$ cat config.mk
export PLATFORM = sky130hd
export DESIGN_NAME = present_encrypt_ctrl
export DESIGN_NICKNAME = d
export VERILOG_FILES = /design/src/rtl/present_encrypt_ctrl.sv
export SDC_FILE = /design/constraint.sdc
export NUM_CORES = 1
export LEC_CHECK = 0
export CORE_UTILIZATION = 26
export CTS_CLUSTER_DIAMETER = 120
export DETAILED_ROUTE_END_ITERATION = 8
export PLACE_DENSITY = 0.58
export SETUP_SLACK_MARGIN = 0.3
export SYNTH_ARGS = -nofsm -noshare
export SYNTH_HDL_FRONTEND = slang
export SYNTH_SLANG_ARGS = --single-unit
$ cat constraint.sdc
create_clock -name clk_i -period 2.16 [get_ports clk_i]
set_clock_uncertainty 0.2 [all_clocks]
set_input_delay 0.216 -clock clk_i [delete_from_list [all_inputs] [get_ports clk_i]]
set_output_delay 0.216 -clock clk_i [all_outputs]
set_load 0.01 [all_outputs]
$ cat src/rtl/present_encrypt_ctrl.sv
// Sequencing controller for an iterative PRESENT-80 core: holds the master key,
// reloads it before every block, counts rounds and buffers one ciphertext.
module present_encrypt_ctrl #(
  parameter int unsigned ROUNDS = 31,
  parameter int unsigned CNT_W  = 5
) (
  input  logic        clk_i,
  input  logic        rst_ni,
  input  logic        key_valid_i,
  output logic        key_ready_o,
  input  logic [79:0] key_i,
  input  logic        pt_valid_i,
  output logic        pt_ready_o,
  input  logic [63:0] pt_i,
  output logic        ct_valid_o,
  input  logic        ct_ready_i,
  output logic [63:0] ct_o,
  output logic        busy_o,
  output logic        key_set_o,
  output logic [79:0] core_data_o,
  output logic        core_key_load_o,
  output logic        core_data_load_o,
  input  logic [63:0] core_ct_i
);

  typedef enum logic [2:0] {
    IDLE,
    LOAD_KEY,
    LOAD_DATA,
    ROUND,
    CAPTURE
  } state_e;

  state_e             state_q, state_d;
  logic [79:0]        key_q, key_d;
  logic [63:0]        pt_q, pt_d;
  logic [CNT_W-1:0]   cnt_q, cnt_d;
  logic               key_set_q, key_set_d;
  logic               ct_valid_q, ct_valid_d;
  logic [63:0]        ct_q, ct_d;
  logic               key_load_q, key_load_d;
  logic               data_load_q, data_load_d;
  logic [79:0]        core_data_q, core_data_d;
  logic               key_hs;
  logic               pt_hs;

  assign key_ready_o      = (state_q == IDLE);
  // A pending key write takes priority; the output buffer must be free or draining.
  assign pt_ready_o       = (state_q == IDLE) && key_set_q && !key_valid_i &&
                            (!ct_valid_q || ct_ready_i);
  assign key_hs           = key_valid_i && key_ready_o;
  assign pt_hs            = pt_valid_i && pt_ready_o;

  assign ct_valid_o       = ct_valid_q;
  assign ct_o             = ct_q;
  assign busy_o           = (state_q != IDLE);
  assign key_set_o        = key_set_q;
  assign core_data_o      = core_data_q;
  assign core_key_load_o  = key_load_q;
  assign core_data_load_o = data_load_q;

  always_comb begin
    state_d     = state_q;
    key_d       = key_q;
    pt_d        = pt_q;
    cnt_d       = cnt_q;
    key_set_d   = key_set_q;
    ct_valid_d  = ct_valid_q;
    ct_d        = ct_q;
    key_load_d  = 1'b0;
    data_load_d = 1'b0;
    core_data_d = '0;

    if (ct_valid_q && ct_ready_i) begin
      ct_valid_d = 1'b0;
    end

    // Core pins are registered, so they are set up on the transition into each load state.
    case (state_q)
      IDLE: begin
        if (key_hs) begin
          key_d     = key_i;
          key_set_d = 1'b1;
        end
        if (pt_hs) begin
          pt_d        = pt_i;
          state_d     = LOAD_KEY;
          key_load_d  = 1'b1;
          core_data_d = key_q;
        end
      end
      LOAD_KEY: begin
        state_d     = LOAD_DATA;
        data_load_d = 1'b1;
        core_data_d = {16'h0000, pt_q};
      end
      LOAD_DATA: begin
        state_d = ROUND;
        cnt_d   = '0;
      end
      ROUND: begin
        cnt_d = cnt_q + 1'b1;
        if (cnt_q == CNT_W'(ROUNDS - 1)) begin
          state_d = CAPTURE;
        end
      end
      CAPTURE: begin
        ct_d       = core_ct_i;
        ct_valid_d = 1'b1;
        state_d    = IDLE;
      end
      default: state_d = IDLE;
    endcase
  end

  always_ff @(posedge clk_i or negedge rst_ni) begin
    if (!rst_ni) begin
      state_q     <= IDLE;
      key_q       <= '0;
      pt_q        <= '0;
      cnt_q       <= '0;
      key_set_q   <= 1'b0;
      ct_valid_q  <= 1'b0;
      ct_q        <= '0;
      key_load_q  <= 1'b0;
      data_load_q <= 1'b0;
      core_data_q <= '0;
    end else begin
      state_q     <= state_d;
      key_q       <= key_d;
      pt_q        <= pt_d;
      cnt_q       <= cnt_d;
      key_set_q   <= key_set_d;
      ct_valid_q  <= ct_valid_d;
      ct_q        <= ct_d;
      key_load_q  <= key_load_d;
      data_load_q <= data_load_d;
      core_data_q <= core_data_d;
    end
  end

endmodule
==> run_1/clock_map.png <==
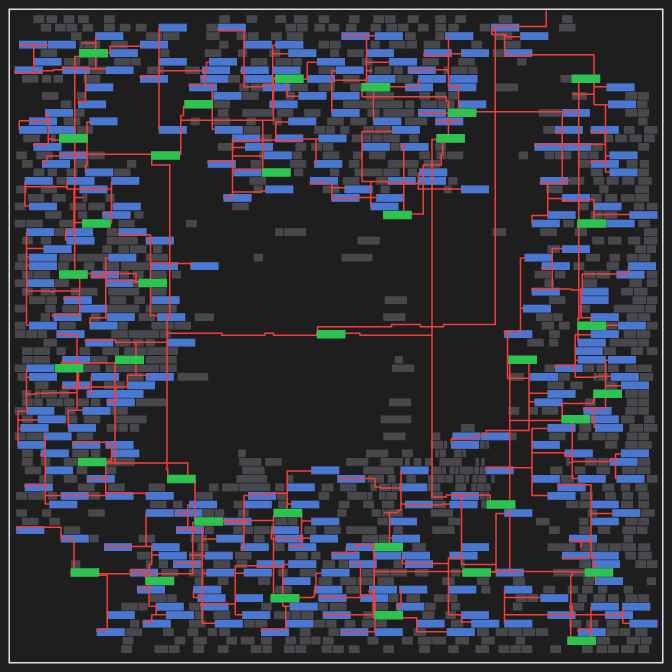
Red marks clock wires, length 4240 um. Green marks cells driving clock nets, count 35. Blue marks flip-flops, count 300.
Position of the flops: widely spread. There are 36 routed clock nets.
Clock power frac: 39.4%
Clk power: 0.00559 W
insertion delay of the later-clocked pin in the worst-skew pair: 530 ps

==> run_1/met4.png <==
The bar under the picture is 50 um long.
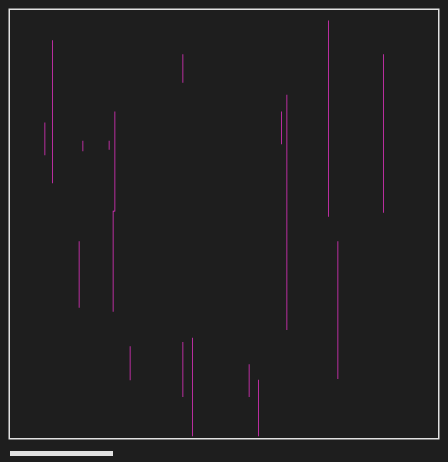
The layer carries 739 um of wire. The layer holds 2.1% of the routed length. The longest straight run is 114 um. 10 nets have wire on it. The wires run mostly vertical.
final routed wirelength across all metal layers: 35100 um
via count: 7348

==> run_1/final_clocks.png <==
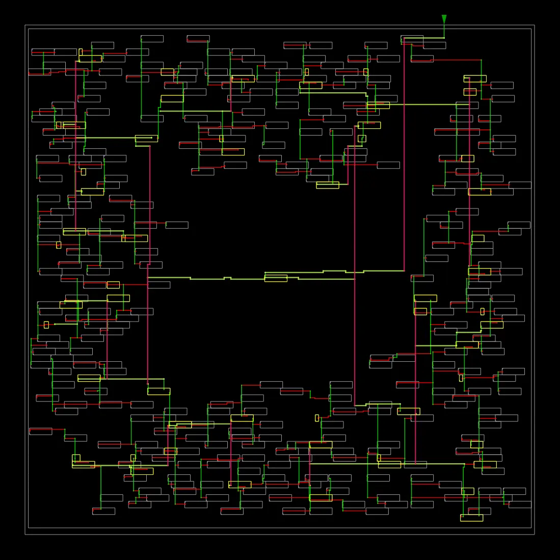
number of sequential cells: 300
number of clock buffer instances in the layout: 52
number of clock buffers inserted by TritonCTS: 35
total clock sinks: 300

==> run_1/drive_strength.png <==
The bar under the picture is 50 um long.
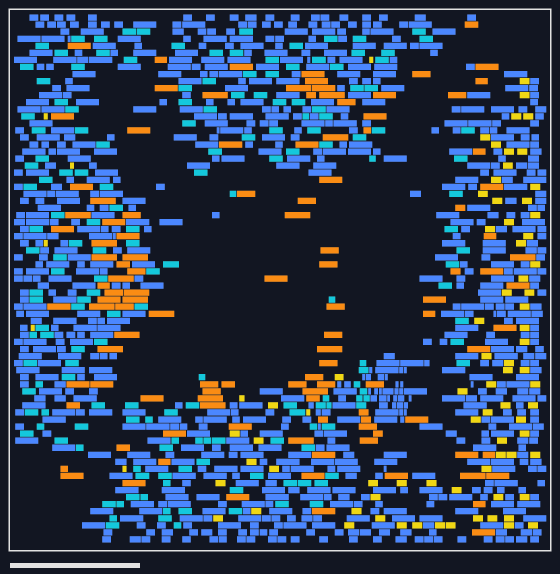
Blue marks drive 1 or less, cells 766, most used dfrtp_1. Orange marks drive 6 and up, cells 113, most used clkbuf_16. Yellow marks drive 2, cells 81, most used mux2_2. Cyan marks drive 3 to 4, cells 170, most used mux2_4.
Syn-to-layout area delta: 66.1%
number of ordinary and repair buffers in the finished layout: 439

==> summary.rpt, run 1 <==
==== FLOW RESULTS ====
----------------------------------------------------
[Global routing]
  Total overflow reported by the global router ........................ 0
  Antenna violations before repair ........................ 1
  Routing layer with the top usage in global route ........................ met2
  Number of global-route vias before repair ........................ 7948
  Met3 demand-to-capacity share in global routing ........................ 4.30%
  Met1 usage ........................ 18.4%
  Met2 capacity usage during global routing ........................ 26.6%
  Global-route wire length before repair ........................ 50000 um
  Global-route total usage across every layer ........................ 15.4%
  Maximum number of pins on one net before global-route repair ........................ 81

[Setup path]
  Minimum setup slack among reg-to-reg paths ........................ 40 ps
  Worst path slowest cell ........................ or3_4
  Category of the most critical setup path ........................ reg -> reg
  Worst path bufs/invs ........................ 4
  Peak fanout along the critical path ........................ 5
  Worst Setup End Kind ........................ register
  Beginning of the worst register-to-register path ........................ state_q[1]
  Worst path required time ........................ 2360 ps
  Type of origin of the critical path ........................ register
  Number of cells on the worst reg-to-reg path ........................ 7
  Reg2Reg Capture Point ........................ pt_q[12]
  Arrival time of the worst setup path ........................ 2320 ps
  Peak per-stage delay on the critical path ........................ 410 ps
  Most frequent cell on the critical path ........................ buf_12
  Kind of cell adding the most delay to the critical path ........................ simple AND/OR/NAND/NOR gates
  List of cells traversed by the critical path ........................ or3_4 > inv_4 > and4_4 > buf_12 > buf_12 > buf_16 > mux2_4

[Timing]
  Highest clock frequency the design can meet ........................ 472 MHz
  Setup violations, final ........................ 0
  Hold Fails Final Rpt ........................ 0
  Setup TNS ........................ 0 ps
  RSZ-0062 raised after global routing ........................ true
  Worst Tran Pin Value ........................ 485 ps
  Worst slack on hold paths ........................ 102 ps
  Rel. slew slack ........................ 67.7%
  Pins over their slew limit ........................ 0
  Shortest period the worst path allows ........................ 2120 ps
  Final cycle utilization of the critical path ........................ 98.2%

[Synthesis]
  Post-Synth AOI/OAI Area ........................ 5.41%
  Synthesized area per cell ........................ 16.5 um^2
  Post-synth design cell area ........................ 11100 um^2
  Post-synthesis mux area share ........................ 21.3%
  Tally of unique sky130hd cells used after synthesis ........................ 30
  Number of cells in Yosys stat ........................ 672
  Register bit count reported by yosys ........................ 300
  Largest family of logic cells by area ........................ multiplexers
  Number of enable-type register cells in the synthesized netlist ........................ 0
  Post-synth net total ........................ 887
  Chip area estimate from yosys synthesis ........................ 11100 um^2
  Share of synthesized registers carrying an async set or reset ........................ 100%
  Post-Synthesis Cells ........................ 672
  Sequential fraction of the synthesis area ........................ 67.9%
  Dominant register cell ........................ dfrtp_1
  Area fraction in xor and xnor cells ........................ 0%
  Synthesis warning total ........................ 0
  FA/HA/MAJ Cells, Area Fraction ........................ 0.226%
  Basic-gate share of the synthesized area counting and, or, nand and nor cells ........................ 2.48%

[Flow run]
  Number of max-cap violations ........................ 0
  Tool warnings ........................ 30

[Drt]
  Average wire per standard cell ........................ 21.0 um
  Via density per instance ........................ 4.40
  Remaining antenna violation count after routing ........................ 0
  First-iteration detailed-routing DRC count ........................ 225
  Iteration tally of the first detailed-router pass ........................ 4
  Post-detailed-route DRC marker count ........................ 0

[Floorplanning]
  Die boundary height ........................ 208 um
  Floorplan Utilization ........................ 26.4%
  # rows ........................ 75
  Area enclosed by the die boundary ........................ 43400 um^2
  Horizontal die dimension ........................ 208 um
  Top-level I/O count ........................ 364
  Area of the placeable core ........................ 41900 um^2

[Power]
  Leakage power total ........................ 9.57 nW
  Total power divided by cell area ........................ 773 nW/um^2
  Maximum resistive drop on vdd ........................ 0.586 mV
  Overall Power ........................ 0.0142 W

[Min path]
  Hold wc startpoint ........................ key_i[53]
  Terminating pin of the worst hold path ........................ key_q[53]
  Cells on Worst Hold Path ........................ 2
  Path class of the lowest-slack min-delay path ........................ in -> reg

[Final layout]
  Non-filler instance count after layout ........................ 1669
  MI comb area ........................ 3840 um^2
  Number of inserted diodes ........................ 0
  Fraction of layout cells with a size suffix above 1 ........................ 32.2%
  Filler instances ........................ 3770
  Final core area utilization ........................ 43.8%
  Total area of sequential cells ........................ 7510 um^2
  Number of nets in the final layout ........................ 1322

[Clock tree]
  Post-CTS clock slew at the launch and capture registers of the worst setup and hold paths ........................ 60 ps
  TritonCTS clock tree ........................ built
  Clock root buffer master ........................ clkbuf_16
  Maximum number of buffers from clock root to sink ........................ 3
  Level count of the clock H-tree ........................ 2

[Placement]
  Final RePlAce weighted congestion ........................ 0.742
  # port buffers ........................ 363
  Cell Count Post-Placement ........................ 1555
  Half-perimeter wire length after detailed placement ........................ 19900 um

[Outcome]
  Outcome ........................ finished, final reports clean

----------------------------------------------------
## run 1: metrics by stage
step | area (um^2) | setup WS [ps]
global route | 18400 | -7.16
finish | 18400 | 39.8
detailed placement | 15400 | -70.7
floorplan | 11100 | 126
CTS | 17500 | 50.1
global placement | 15400 | -46.3
## run 1: cells in the final DEF (no fill, tap or decap), drive strengths merged, types with 7 or more instances in the layout
master           n
a22o            65
and2            18
buf             70
clkbuf          60
clkdlybuf4s50  251
dfrtp          300
dlygate4sd2     44
dlymetal6s2s    64
mux2           208
nand2            8
nand3            7
## run 1: power breakdown
group | internal (W) | switching, W | total [W] | leakage (nW)
logic | 0.00130 | 0.000665 | 0.00197 | 5.12
registers | 0.00627 | 0.000380 | 0.00665 | 3.92
clock network | 0.00329 | 0.00230 | 0.00559 | 0.538
## run 1: worst max path at each step
stage / start / endpoint / slack, ps / cells past startpoint
after global routing: state_q[1] / pt_q[35] / -7 / 7
after detailed placement: ct_ready_i / pt_q[29] / -70 / 5
final: state_q[1] / pt_q[12] / 40 / 7
after floorplan: state_q[1] / pt_q[10] / 130 / 6
after global placement: ct_ready_i / pt_q[30] / -50 / 5
after CTS: state_q[1] / pt_ready_o / 50 / 4
## run 1: cell type report
class,count,area share (%)
clock inverter,8,0.259
multi-input combinational,328,20.9
tap,539,3.67
inverter,3,0.0749
sequential,300,40.8
timing repair buffer,439,28.7
clock buffer,52,5.60
## run 1: synth_stat cells (all sizes together), types with 2 or more instances
cell type / number / area (um^2)
ha: 2 / 25.0
nand3: 7 / 35.0
nand2b: 2 / 12.5
clkbuf: 9 / 35.0
and2: 18 / 113
nor3: 3 / 15.0
dfrtp: 300 / 7510
mux2: 208 / 2340
nor2: 2 / 7.51
nand2: 8 / 30.0
a22o: 65 / 569
or4: 2 / 15.0
inv: 3 / 11.3
buf: 32 / 262
## run 1: routing by layer
layer	vias up	wire length, um
met5	-	12
met4	2	739
met3	43	2180
met2	247	17800
met1	3770	14300
li1	3286	-
## run 1: cells by family after synthesis
group	count (synthesis)
AOI/OAI and AO/OA	69
and+or+nand+nor	48
muxes	209
DFF	300
buffers and inverters	44
adders and majority gates	2
## run 1: worst reg2reg max path, delay by kind of cell (launching register included)
kind | cells | cell delay [ps]
buffers and inverters | 4 | 470
DFF | 1 | 380
and+or+nand+nor | 2 | 650
muxes | 1 | 300
## run 1: state kept, by name, summed over array words and instances, names as in the netlist
| name | flops |
|---|---|
| state_q | 3 |
| key_q | 80 |
| ct_o | 64 |
| core_key_load_o | 1 |
| ct_valid_o | 1 |
| core_data_o | 80 |
| core_data_load_o | 1 |
| cnt_q | 5 |
| key_set_o | 1 |
| pt_q | 64 |
## run 1: what timing repair did
action	CTS	global route
hold buffers	2	0
setup buffers	16	8
gates cloned	20	8
pin swaps	5	18
endpoints found under the setup margin	339	355
resized	138	188
hold endpoints to repair	300	0
==> inputs of run 2 (changes only) <==
GPL_TIMING_DRIVEN = 0   (was unset)
SETUP_SLACK_MARGIN = unset   (was 0.3)
==> run_2/final_clocks.png <==
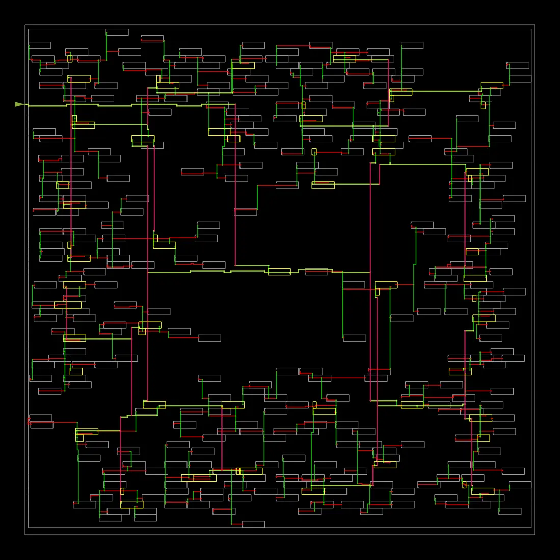
Clk power: 0.00580 W
number of clock buffers inserted by TritonCTS: 36

==> run_2/pins.png <==
Pins as bars across the die edge, other pins in grey.
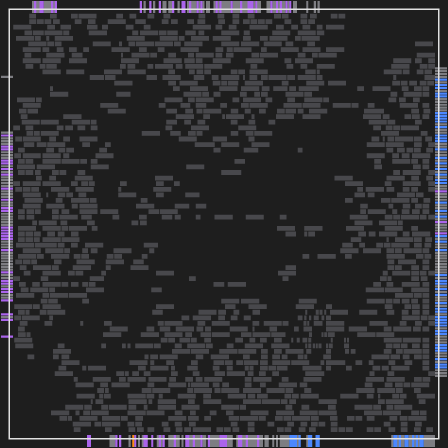
Purple marks key_i, pins 80, direction input, edge 27 top, 26 left, 24 bottom, 3 right. Blue marks ct_o, pins 64, direction output, edge 46 right, 18 bottom. Orange marks core_key_load_o, pins 1, direction output, edge bottom.
All pins by edge: 111 right, 107 bottom, 80 top, 66 left.
die boundary height: 208 um
horizontal die dimension: 208 um
# port buffers: 363

==> run 2 against run 1 <==
The flow now finishes with violations (negative setup slack). Highest routed layer unchanged. Clock power grew 3.8%. Count of clock-buffer cells in the layout unchanged. Utilization down 3.1 points. Global-route usage is 0.36 points lower. First-iteration DRC count down 4.0%. Cell count down 1.1%. Wire length down 7.7%. Die area unchanged. Power fell by 0.52%. Critical path type unchanged.
==> summary.rpt, run 2 <==
==== FLOW RESULTS ====
----------------------------------------------------
[Global routing]
  Met1 usage ........................ 18.7% (+0.31 points)
  Global-route wire length before repair ........................ 49400 um (-1.2%)
  Met2 capacity usage during global routing ........................ 24.1% (-2.5 points)
  Number of global-route vias before repair ........................ 7848 (-1.3%)
  Global-route total usage across every layer ........................ 15.1% (-0.36 points)
  Met3 demand-to-capacity share in global routing ........................ 4.89% (+0.59 points)
  Routing layer with the top usage in global route ........................ met2
  Total overflow reported by the global router ........................ 0 (unchanged)

[Synthesis]
  Register bit count reported by yosys ........................ 300 (unchanged)
  Post-synth design cell area ........................ 11100 um^2 (unchanged)
  Max-area cell share ........................ 67.9% (unchanged)
  Yosys top cell by area ........................ dfrtp_1
  Synth area leaders ........................ dfrtp_1, mux2_2, a22o_1
  Cell with the most instances after synthesis ........................ dfrtp_1
  Number of cells in Yosys stat ........................ 672 (unchanged)
  Sequential fraction of the synthesis area ........................ 67.9% (unchanged)
  Tally of unique sky130hd cells used after synthesis ........................ 30 (unchanged)
  Post-synth net total ........................ 887 (unchanged)
  Synthesis warning total ........................ 0 (unchanged)
  Leading cell types by count after synthesis ........................ dfrtp_1, mux2_2, a22o_1
  Number of enable-type register cells in the synthesized netlist ........................ 0 (unchanged)
  Post-Synthesis Cells ........................ 672 (unchanged)
  Synthesized area per cell ........................ 16.5 um^2 (unchanged)
  Dominant register cell ........................ dfrtp_1

[Drt]
  Final routed wirelength across all metal layers ........................ 32400 um (-7.7%)
  Via count ........................ 7188 (-2.2%)
  Average wire per standard cell ........................ 19.6 um (-6.6%)
  Remaining antenna violation count after routing ........................ 0 (unchanged)
  First-iteration detailed-routing DRC count ........................ 216 (-4.0%)
  Via density per instance ........................ 4.36 (-1.1%)
  Iteration tally of the first detailed-router pass ........................ 4 (unchanged)
  Post-detailed-route DRC marker count ........................ 0 (unchanged)

[Min path]
  Path class of the lowest-slack min-delay path ........................ in -> reg

[Final layout]
  Fraction of layout cells with a size suffix above 1 ........................ 29.0% (-3.2 points)
  Syn-to-layout area delta ........................ 54.4%
  Post-route cell area ........................ 17100 um^2 (-7.0%)
  Number of nets in the final layout ........................ 1301 (-1.6%)
  Filler instances ........................ 3954 (+4.9%)
  Most frequent cells in the layout ........................ clkdlybuf4s50_1, dfrtp_1, mux2_2
  Non-filler instance count after layout ........................ 1650 (-1.1%)
  Most frequently placed logic cell in the final layout ........................ clkdlybuf4s50_1

[Timing]
  Rel. slew slack ........................ 47.4% (-20 points)
  Shortest period the worst path allows ........................ 2180 ps (+60.2 ps)
  Highest clock frequency the design can meet ........................ 459 MHz (-2.8%)
  Worst Tran Pin Value ........................ 789 ps (+304 ps)
  Smallest setup slack after layout ........................ -20.5 ps (-60.2 ps)
  Final cycle utilization of the critical path ........................ 101% (+2.8 points)
  RSZ-0062 raised after global routing ........................ true
  Hold Fails Final Rpt ........................ 0 (unchanged)
  Pins over their slew limit ........................ 0 (unchanged)
  Setup violations, final ........................ 23 (+23)

[Setup path]
  Most frequent cell on the critical path ........................ buf_12
  Worst path slowest cell ........................ dfrtp_2
  Arrival time of the worst setup path ........................ 2390 ps (+70 ps)
  Peak fanout along the critical path ........................ 10 (+5)
  Worst path required time ........................ 2370 ps (about the same)
  Worst Setup End Kind ........................ register
  Peak per-stage delay on the critical path ........................ 400 ps (about the same)
  List of cells traversed by the critical path ........................ or3_4 > inv_4 > and4_4 > buf_6 > buf_12 > buf_12 > mux2_2

[Clock tree]
  Clock root buffer master ........................ clkbuf_16
  Total clock sinks ........................ 300 (unchanged)
  TritonCTS clock tree ........................ built
  Insertion delay of the later-clocked pin in the worst-skew pair ........................ 530 ps (about the same)
  Level count of the clock H-tree ........................ 2 (unchanged)
  Maximum number of buffers from clock root to sink ........................ 3 (unchanged)
  Post-CTS clock slew at the launch and capture registers of the worst setup and hold paths ........................ 60 ps (about the same)

[Floorplanning]
  Area of the placeable core ........................ 41900 um^2 (unchanged)
  # rows ........................ 75 (unchanged)
  Top-level I/O count ........................ 364 (unchanged)
  Floorplan Utilization ........................ 26.4% (unchanged)
  Area enclosed by the die boundary ........................ 43400 um^2 (unchanged)

[Power]
  Leakage power total ........................ 7.56 nW (-21%)
  Total power divided by cell area ........................ 827 nW/um^2 (+7.0%)
  Maximum resistive drop on vdd ........................ 0.524 mV (-11%)

[Outcome]
  Outcome ........................ finished, violations left
  Violated checks ........................ negative setup slack

[Placement]
  Half-perimeter wire length after detailed placement ........................ 22300 um (+12%)
  Cell Area, Placed ........................ 15400 um^2 (+0.24%)

[Flow run]
  Number of max-cap violations ........................ 0 (unchanged)
  Tool warnings ........................ 32 (+6.7%)

----------------------------------------------------
[run 2: worst paths after layout]
path	start	to	slack (ps)	cells past startpoint
max	state_q[1]	pt_q[35]	-20	7
min	key_i[35]	key_q[35]	100	2
max reg2reg	state_q[1]	pt_q[35]	-20	7
min reg2reg	key_q[73]	core_data_o[73]	270	1
max in group asynchronous	rst_ni	state_q[1]	530	3
min in group asynchronous	rst_ni	ct_o[62]	110	2
[run 2: critical path, delay by kind of cell, from the launching register on]
family | cells | cell delay (ps)
buffers and inverters | 4 | 490
flip-flops | 1 | 400
multiplexers | 1 | 330
AND/OR/NAND/NOR | 2 | 620
[run 2: timing repair]
item | in CTS | in global routing
pin swaps | 2 | 4
hold buffers | 1 | 0
endpoints found under the setup margin | 207 | 250
endpoints found under the hold margin | 97 | 0
gates resized | 72 | 53
buffers inserted | 8 | 1
cloned | 3 | 2
[run 2: final cells by class]
cell class                 instances  area (um^2)  share of cell area [%]
sequential                       300         7510                    44.0
timing repair buffer             378         3870                    22.7
multi-input combinational        328         3400                    19.9
clock buffer                      52         1040                    6.10
tap                              539          674                    3.95
buffer                            39          488                    2.86
clock inverter                    10         81.3                   0.476
inverter                           3         13.8                  0.0805
antenna                            1         2.50                  0.0146
[run 2: power breakdown]
part | leakage [nW] | internal (W) | switching (W) | total, W
clock | 0.555 | 0.00346 | 0.00234 | 0.00580
sequential | 3.92 | 0.00627 | 0.000338 | 0.00661
combinational | 3.08 | 0.00109 | 0.000629 | 0.00172
total | 7.56 | 0.0108 | 0.00331 | 0.0141
[run 2: layer usage]
metal	part of all wire [%]	wire length, um	up-vias
met5	0.14	46	-
met4	3.3	1050	6
met3	7.4	2390	66
met2	48	15400	255
met1	42	13500	3617
li1	-	-	3244
[run 2: kinds of logic (layout without fill, tap and decap cells)]
logic type	count (synthesis)	in the layout	share of synthesized area, %
flip-flops	300	300	67.9
multiplexers	209	209	21.3
AND-OR/OR-AND	69	69	5.41
AND/OR/NAND/NOR	48	48	2.48
buffers and inverters	44	482	2.78
adder cells (fa/ha/maj)	2	2	0.226
other	0	1	0
[run 2: stage by stage]
step	util (%)	TNS (ps)	total power (W)	worst slack, ps
after global routing	40.7	-4420	0.0148	-85.5
after detailed placement	36.8	-65550	0.00835	-887
final	40.7	-233	0.0141	-20.5
after global placement	36.6	-3896080	0.00829	-12800
after floorplan	-	0	0.00740	66.7
after CTS	40.3	-1010	0.0144	-59.0
==> inputs of run 3 (changes only) <==
ABC_AREA = 1   (was unset)
==> run_3/pins.png <==
Pins as bars across the die edge, other pins in grey.
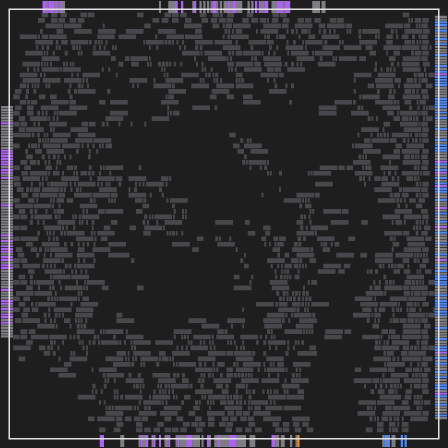
Orange marks core_key_load_o, pins 1, direction output, edge bottom. Purple marks key_i, pins 80, direction input, edge 27 left, 25 top, 19 bottom, 9 right. Blue marks ct_o, pins 64, direction output, edge 60 right, 4 bottom.
die boundary height: 213 um
horizontal die dimension: 213 um

==> run_3/final_clocks.png <==
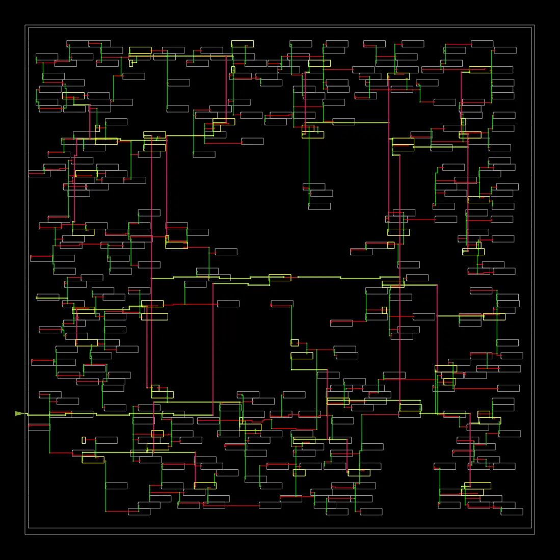
number of clock buffer instances in the layout: 49
insertion delay of the later-clocked pin in the worst-skew pair: 540 ps
number of clock buffers inserted by TritonCTS: 37
Clk power: 0.00609 W

==> run 3 against run 2 <==
Die area up 4.8%. Combinational power grew to 4.5 times the previous value. Area after synthesis increased by 4.9%. Worst setup slack improved by 170 ps. Global-route usage is 2.4 points higher. Clock power rose by 5.0%. Design area is 2.7% higher. Sequential power is 38% higher. The run now ends clean. Wire length rose by 23%. Critical path type is now reg -> out. Critical endpoint is now key_ready_o. Via count up 39%. Sequential cell count is the same. Utilization is 0.98 points lower.
==> summary.rpt, run 3 <==
==== FLOW RESULTS ====
----------------------------------------------------
[Floorplanning]
  Floorplan Utilization ........................ 26.3% (-0.080 points)
  Top-level I/O count ........................ 364 (unchanged)
  Area enclosed by the die boundary ........................ 45500 um^2 (+4.8%)
  # rows ........................ 77 (+2.7%)
  Area of the placeable core ........................ 44100 um^2 (+5.2%)

[Clock tree]
  Maximum number of buffers from clock root to sink ........................ 3 (unchanged)
  Post-CTS clock slew at the launch and capture registers of the worst setup and hold paths ........................ 60 ps (about the same)
  Clock root buffer master ........................ clkbuf_16
  Total clock sinks ........................ 300 (unchanged)
  Level count of the clock H-tree ........................ 2 (unchanged)

[Synthesis]
  Dominant register cell ........................ dfrtp_1
  Sequential fraction of the synthesis area ........................ 64.7% (-3.2 points)
  Synthesis warning total ........................ 0 (unchanged)
  Post-synth net total ........................ 1482 (+67%)
  Number of enable-type register cells in the synthesized netlist ........................ 0 (unchanged)
  Leading cell types by count after synthesis ........................ nand2_1, dfrtp_1, nand3_1
  Synthesized area per cell ........................ 9.16 um^2 (-44%)
  Number of cells in Yosys stat ........................ 1267 (+89%)
  Post-synth design cell area ........................ 11600 um^2 (+4.9%)
  Max-area cell share ........................ 64.7% (-3.2 points)
  Yosys top cell by area ........................ dfrtp_1
  Synth area leaders ........................ dfrtp_1, nand2_1, nand3_1
  Post-Synthesis Cells ........................ 1267 (+89%)

[Timing]
  Hold Fails Final Rpt ........................ 0 (unchanged)
  Highest clock frequency the design can meet ........................ 498 MHz (+8.7%)
  Worst Tran Pin Value ........................ 808 ps (+18.7 ps)
  Shortest period the worst path allows ........................ 2010 ps (-174 ps)
  Setup TNS ........................ 0 ps (+233 ps)
  Setup violations, final ........................ 0 (-100%)
  Rel. slew slack ........................ 46.1% (-1.2 points)
  Pins over their slew limit ........................ 0 (unchanged)
  RSZ-0062 raised after global routing ........................ false

[Drt]
  Highest routed layer ........................ met5
  WL met2 ........................ 18400 um (+20%)
  Post-detailed-route DRC marker count ........................ 0 (unchanged)
  First-iteration detailed-routing DRC count ........................ 594 (+180%)
  Detailed route wirelength on metal3 ........................ 3580 um (+50%)
  Average wire per standard cell ........................ 17.2 um (-12%)
  Iteration tally of the first detailed-router pass ........................ 6 (+2)
  Final routed wirelength across all metal layers ........................ 39700 um (+23%)
  Via density per instance ........................ 4.33 (-0.50%)
  Via count ........................ 10000 (+39%)

[Placement]
  Half-perimeter wire length after detailed placement ........................ 28400 um (+27%)
  Cell Area, Placed ........................ 16100 um^2 (+4.1%)
  Final RePlAce weighted congestion ........................ 0.791
  # port buffers ........................ 363 (unchanged)

[Power]
  Maximum resistive drop on vdd ........................ 0.530 mV (+1.2%)
  Leakage power total ........................ 8.79 nW (+16%)
  Overall Power ........................ 0.0230 W (+63%)

[Outcome]
  Outcome ........................ finished, final reports clean

[Global routing]
  Number of global-route vias before repair ........................ 10400 (+33%)
  Global-route wire length before repair ........................ 59500 um (+20%)
  Total overflow reported by the global router ........................ 0 (unchanged)

[Setup path]
  Worst Setup End Kind ........................ primary output
  Peak fanout along the critical path ........................ 10 (unchanged)
  Arrival time of the worst setup path ........................ 1590 ps (-800 ps)

[Final layout]
  Fraction of layout cells with a size suffix above 1 ........................ 7.28% (-22 points)
  Post-route cell area ........................ 17500 um^2 (+2.7%)
  Most frequently placed logic cell in the final layout ........................ nand2_1
  Most frequent cells in the layout ........................ nand2_1, clkdlybuf4s50_1, dfrtp_1
  Filler instances ........................ 4470 (+13%)
  MI comb area ........................ 3340 um^2 (-1.8%)
  Syn-to-layout area delta ........................ 51.2%
  Non-filler instance count after layout ........................ 2313 (+40%)
  Total area of sequential cells ........................ 7510 um^2 (about the same)
  Number of nets in the final layout ........................ 1913 (+47%)

[Flow run]
  Tool warnings ........................ 33 (+3.1%)
  Number of max-cap violations ........................ 0 (unchanged)

[Min path]
  Path class of the lowest-slack min-delay path ........................ in -> reg

----------------------------------------------------
-- run 3: netlist changes by cell type after synthesis, sizes merged, moves of 19 or more --
cell / delta
a22o: -65
nand3: +133
clkbuf: +19
nand2: +523
nor2: +34
inv: +93
o21ai: +69
mux2: -208
-- run 3: metal layers --
metal / up-vias / global-route usage, %
li1: 4791 / -
met1: 4802 / 21.0
met2: 351 / 29.4
met3: 76 / 5.34
met4: 6 / 6.77
met5: - / 0
-- run 3: cell type report --
class	instances	area share, %
well taps	592	4.22
repair buffers	392	22.6
diodes	3	0.0428
clock inverters	10	0.649
multi-input cells	797	19.0
inverters	96	2.07
flip-flops and latches	300	42.8
plain buffers	74	2.55
clock buffers	49	6.06
-- run 3: worst max-delay path, cell delays in order (launching register included) --
cell and delay [ps]:
dfrtp_1 420, nor2_4 150, nand2_4 100, inv_4 80
clkbuf_16 160, buf_2 140
-- run 3: path summary, 6_finish.rpt --
kind / cells past startpoint / end / start / slack, ps
setup reg to reg: 7 / pt_q[11] / state_q[2] / 210
hold reg to reg: 2 / core_data_o[11] / key_q[11] / 260
hold / removal: 3 / pt_q[54] / pt_i[54] / 30
setup / recovery: 5 / key_ready_o / state_q[2] / 150
max in group asynchronous: 5 / core_data_o[54] / rst_ni / 300
min in group asynchronous: 3 / ct_o[19] / rst_ni / 80
-- run 3: per-stage QoR --
| stage | utilization (%) | setup slack [ps] |
|---|---|---|
| finish | 39.8 | 154 |
| CTS | 39.7 | 4.22 |
| detailed placement | 36.4 | -556 |
| global placement | 36.2 | -12810 |
| global route | 39.7 | 43.7 |
| floorplan | - | 673 |
-- run 3: cells by family after synthesis --
logic type / after synthesis / synth area share, %
fa+ha+maj: 2 / 0.216
flops: 300 / 64.7
simple gates: 708 / 24.6
compound gates: 87 / 3.77
buf+inv: 170 / 6.67
-- run 3: repair_timing --
item | in CTS | in global routing
endpoints found under the setup margin | 6 | 26
gates resized | 20 | 8
endpoints found under the hold margin | 135 | 0
hold buffers | 21 | 0
pin swaps | 2 | 1
setup buffers | 3 | 2
-- run 3: power by group --
part / switching, W / internal [W]
Combinational: 0.00418 / 0.00362
Sequential: 0.00115 / 0.00797
Clock: 0.00241 / 0.00368
Total: 0.00774 / 0.0153
Power is estimated from default activity; no workload was simulated.
